==> run_1/wire_density.png <==
The bar under the picture is 50 um long. 25 x 25 tiles, from black (low) to pale yellow (high), scaled to the fullest tile. Values are wire area over tile area, all layers added.
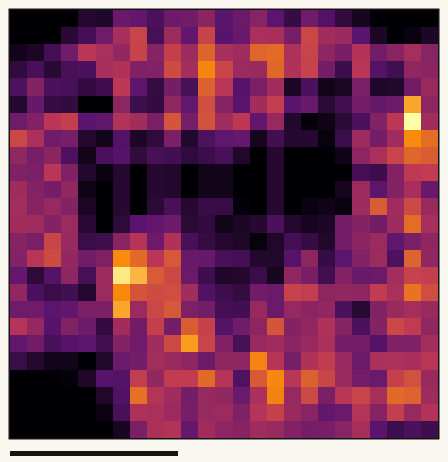
==> run_1/zoom.png <==
The bar under the picture is 20 um long. Window x 7 to 57, y 7 to 57 um. Cells in gray, sequential cells in the stronger gray; small squares are vias.
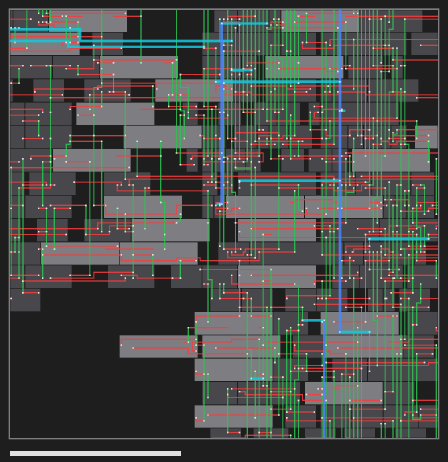
==> run_1/cell_classes.png <==
Fill, decap, tap and diode cells in gray.
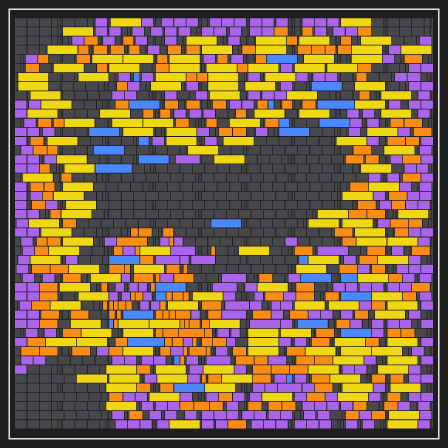
==> run_1/registers.png <==
Other sequential cells in the stronger gray, the rest of the logic in the fainter gray.
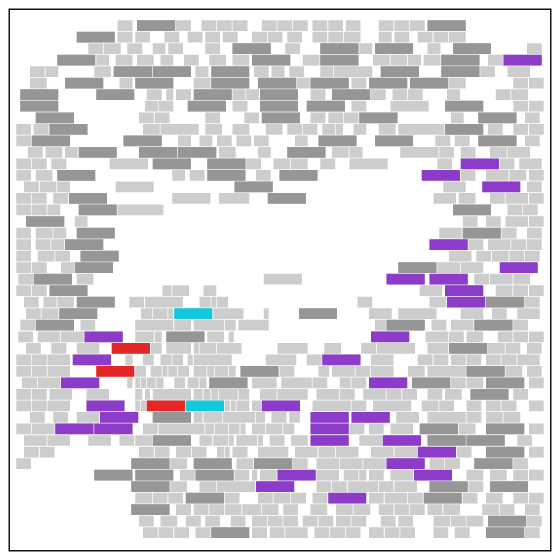
==> config.mk <==
export PLATFORM = sky130hd
export DESIGN_NAME = mem_port_arbiter
export DESIGN_NICKNAME = d
export VERILOG_FILES = /design/src/rtl/mips_mem_pkg.sv /design/src/rtl/mem_arb_pick.sv /design/src/rtl/mem_port_arbiter.sv
export SDC_FILE = /design/constraint.sdc
export NUM_CORES = 1
export LEC_CHECK = 0
export ABC_CLOCK_PERIOD_IN_PS = 2260
export CAP_MARGIN = 10
export CORE_UTILIZATION = 38
export DETAILED_ROUTE_END_ITERATION = 16
export MAX_ROUTING_LAYER = met4
export PLACE_DENSITY = 0.88
export SYNTH_ARGS = -nofsm -noshare
export SYNTH_HDL_FRONTEND = slang
export SYNTH_SLANG_ARGS = --single-unit
==> constraint.sdc <==
create_clock -name clk -period 2.26 [get_ports clk]
set_clock_uncertainty 0.15 [all_clocks]
set_input_delay 0.226 -clock clk [delete_from_list [all_inputs] [get_ports clk]]
set_output_delay 0.226 -clock clk [all_outputs]
set_load 0.05 [all_outputs]
==> impl_report.txt, run 1 <==
PHYSICAL IMPLEMENTATION REPORT
----------------------------------------------------
[Floorplanning]
  Die x size ........................ about 130 um
  Chip area ........................ around 0.016 mm^2
  Die boundary height ........................ 127 um

[Finish]
  ClkCell Share ........................ 5.94%
  Filler-free cell count of the finished design ........................ around 900
  Area growth, synth to finish ........................ 65.3%
  Dominant kind of cell by area ........................ registers

[Timing]
  Hold Slack ........................ 0.180 ns
  Crit path setup slack, layout ........................ -0.0242 ns
  Worst slew slack as a fraction of its limit ........................ a little over three fifths
  Number of endpoints failing setup at the final stage ........................ 14

[Power]
  Static leakage ........................ around 0.0043 uW
  Power density over the cells ........................ around 1800 mW/mm^2

[Yosys]
  Yosys Instances ........................ 380
  Synth Area per Inst ........................ about 16 um^2
  Post-Synthesis Cells ........................ 380
  Area fraction in xor and xnor cells ........................ 0%
  Seq/Total Area, Yosys ........................ 59.4%
  Area fraction in and, or, nand and nor cells after synthesis ........................ under 10%
  Top FF cell, synth ........................ dfrtp_1

[Detailed routing]
  Iteration-0 DRC count of the detailed router ........................ 149
  Via density per instance ........................ 4.92
  Routed met2 length ........................ 8.89 mm
  Count of unresolved DRC violations after routing ........................ 0

[Status]
  Violated checks ........................ setup timing
  Status ........................ finished with violations

[Clocking]
  CTS sink cnt ........................ around 140
  Clk ins delay skew pair ........................ around 0.41 ns
  Number of buffers inserted during clock tree synthesis ........................ 17

[Global routing]
  Initial antenna violation count ........................ 0
  Wire length of the first global-routing pass ........................ between 20 and 30 mm
  GR Util met1 ........................ between 20% and 30%
  Met3 usage in global routing ........................ 5.82%

[Setup path]
  Data required time at the worst endpoint ........................ between 2 and 2.5 ns
  Worst reg2reg setup slack ........................ -0.02 ns
  Biggest cell delay along the critical path ........................ ~0.4 ns

[Place]
  Cell count after placement ........................ 859

----------------------------------------------------
Notes on wire_density.png above:
fullest tile	0.56
tiles over half the peak	14%
emptiest ninth of the die	middle
mean over tiles	0.17
nearly empty tiles	9.9%
gr usage total: 21.3%
number of vias in the routed layout: 4,442
drt wl/cell: 18.9 um
wirelength, routed: 17.0 mm

Notes on zoom.png above:
color	layer
green	met2
blue	met4
red	met1
cyan	met3
sequential cells in the window	26
most frequent	dfrtp_1 (26), clkdlybuf4s50_1 (20), mux2_4 (13)
cells with their middle in the window	134

Notes on cell_classes.png above:
color	class	cells	share of their area
yellow	flip-flops	142	37%
orange	all other logic	217	24%
purple	other buffers and delay cells	303	33%
blue	clock drivers and dummy loads	30	6.1%
Core ar.: 0.0153 mm^2
standard-cell rows: 45
Layout Cell Area excl Fill: 0.00988 mm^2
share of cell area taken by flip-flops and latches: 35.9%

Notes on registers.png above:
color	signal	placed flops
red	streak_r	3
purple	mem_addr	32
cyan	state_r	2
not colored	105
Core Util, Final: 64.8%
combined flip-flop and latch cell area: 0.00355 mm^2
Power Sequential: 4460 uW

==> run 1: metrics by stage <==
step	area [um^2]	total power, uW	setup TNS [ns]
finish	9880	17600	-0.146
global route	9880	18200	-1.89
CTS	9710	17300	0
detailed placement	9110	14400	-14.03
global placement	9110	14200	-10.08
floorplan	5980	11000	0
==> run 1: logic make-up (layout without fill, tap and decap cells) <==
logic type,after synthesis,in the layout
adder cells (fa/ha/maj),5,5
AND-OR/OR-AND,49,49
flip-flops,142,142
buffers and inverters,31,343
multiplexers,128,128
AND/OR/NAND/NOR,25,25
==> run 1: report_power, final <==
group          switching, uW  leakage [uW]  internal (uW)  total [uW]
clock                   1050      0.000288           1750        2800
sequential               701       0.00173           3760        4460
combinational           6040       0.00230           4260       10300
==> run 1 -> run 2 <==
CORE_UTILIZATION = 40   (was 38)
DONT_BUFFER_PORTS = 1   (was not set)
PLACE_DENSITY = 0.67   (was 0.88)
==> run 2 against run 1 <==
Synthesized cell count stayed put. Synthesized area stayed put. The flow now stops in 4_1_cts.
==> impl_report.txt, run 2 <==
RUN METRICS
----------------------------------------------------
[Place]
  Number of buffers added on ports ........................ 0
  Placer Congestion ........................ about 0.79
  Half-perimeter wire length of the detailed placement result ........................ 8.87 mm

[Yosys]
  Ys flops ........................ 142
  FFs w/ async S/R, synth ........................ 100%
  Synth Area per Inst ........................ 15.7 um^2 (unchanged)
  Count leader, synth ........................ dfrtp_1
  Most instantiated cells after synthesis ........................ dfrtp_1 (142), mux2_2 (68), mux2_4 (54), a22o_1 (35), inv_1 (10)
  Number of flops mapped to enable cells by yosys ........................ 0
  Chip area line of the yosys report ........................ approximately 0.0060 mm^2
  Largest area contributor in the synthesized netlist ........................ dfrtp_1
  YS warnings ........................ 0
  Post-Synthesis Cells ........................ 380 (unchanged)
  Seq/Total Area, Yosys ........................ 59.4% (unchanged)
  Synth unique cells ........................ 32
  Top FF cell, synth ........................ dfrtp_1
  Leading post-synthesis cells by cell area ........................ dfrtp_1 (59%), mux2_4 (14%), mux2_2 (13%), a22o_1 (5.1%), mux2_1 (1.1%)
  Share of the synthesized area in the top cell type ........................ roughly three fifths
  Yosys Instances ........................ 380 (unchanged)
  Floorplan net count ........................ around 520
  Synthesized cell area ........................ between 0.005 and 0.006 mm^2

[Clocking]
  Post-cts hold buffer count ........................ approximately 120
  Htree depth ........................ 4
  Max Buffers Root-to-Sink ........................ 2
  Number of resized instances in the post-cts repair step ........................ 0
  Number of buffers inserted during clock tree synthesis ........................ 17 (unchanged)
  CTS sink cnt ........................ 142 (unchanged)
  Root Driver ........................ clkbuf_16
  Post-CTS setup-driven buffer insertion count ........................ 0

[Status]
  Status ........................ aborted with a tool error
  First error in the log ........................ [ERROR RSZ-0060] Max buffer count reached.
  Last flow stage reached ........................ 4_1_cts

[Floorplanning]
  Die boundary height ........................ 124 um (-2.5%)
  Die x size ........................ 124 um (-2.5%)
  Starting utilization of the core area ........................ 41.1%
  I/O pin count ........................ 270
  Standard-cell rows ........................ 44 (-2.2%)

----------------------------------------------------
[run 2: metrics by stage]
step / cells / setup WS, ns / util, % / cell area (um^2) / total power [uW]
2_1_floorplan: 380 / 0.0815 / - / 5980 / 11000
3_3_place_gp: 554 / 0.0885 / 43.0 / 6250 / 11600
3_5_place_dp: 554 / 0.0336 / 43.0 / 6250 / 11800
[run 2: kinds of logic after synthesis]
group / synth area share (%)
flip-flops: 59.4
AND/OR/NAND/NOR: 2.34
multiplexers: 27.5
buffers and inverters: 2.99
AND-OR/OR-AND: 6.68
adder cells (fa/ha/maj): 1.05
Power and IR drop assume default switching activity.
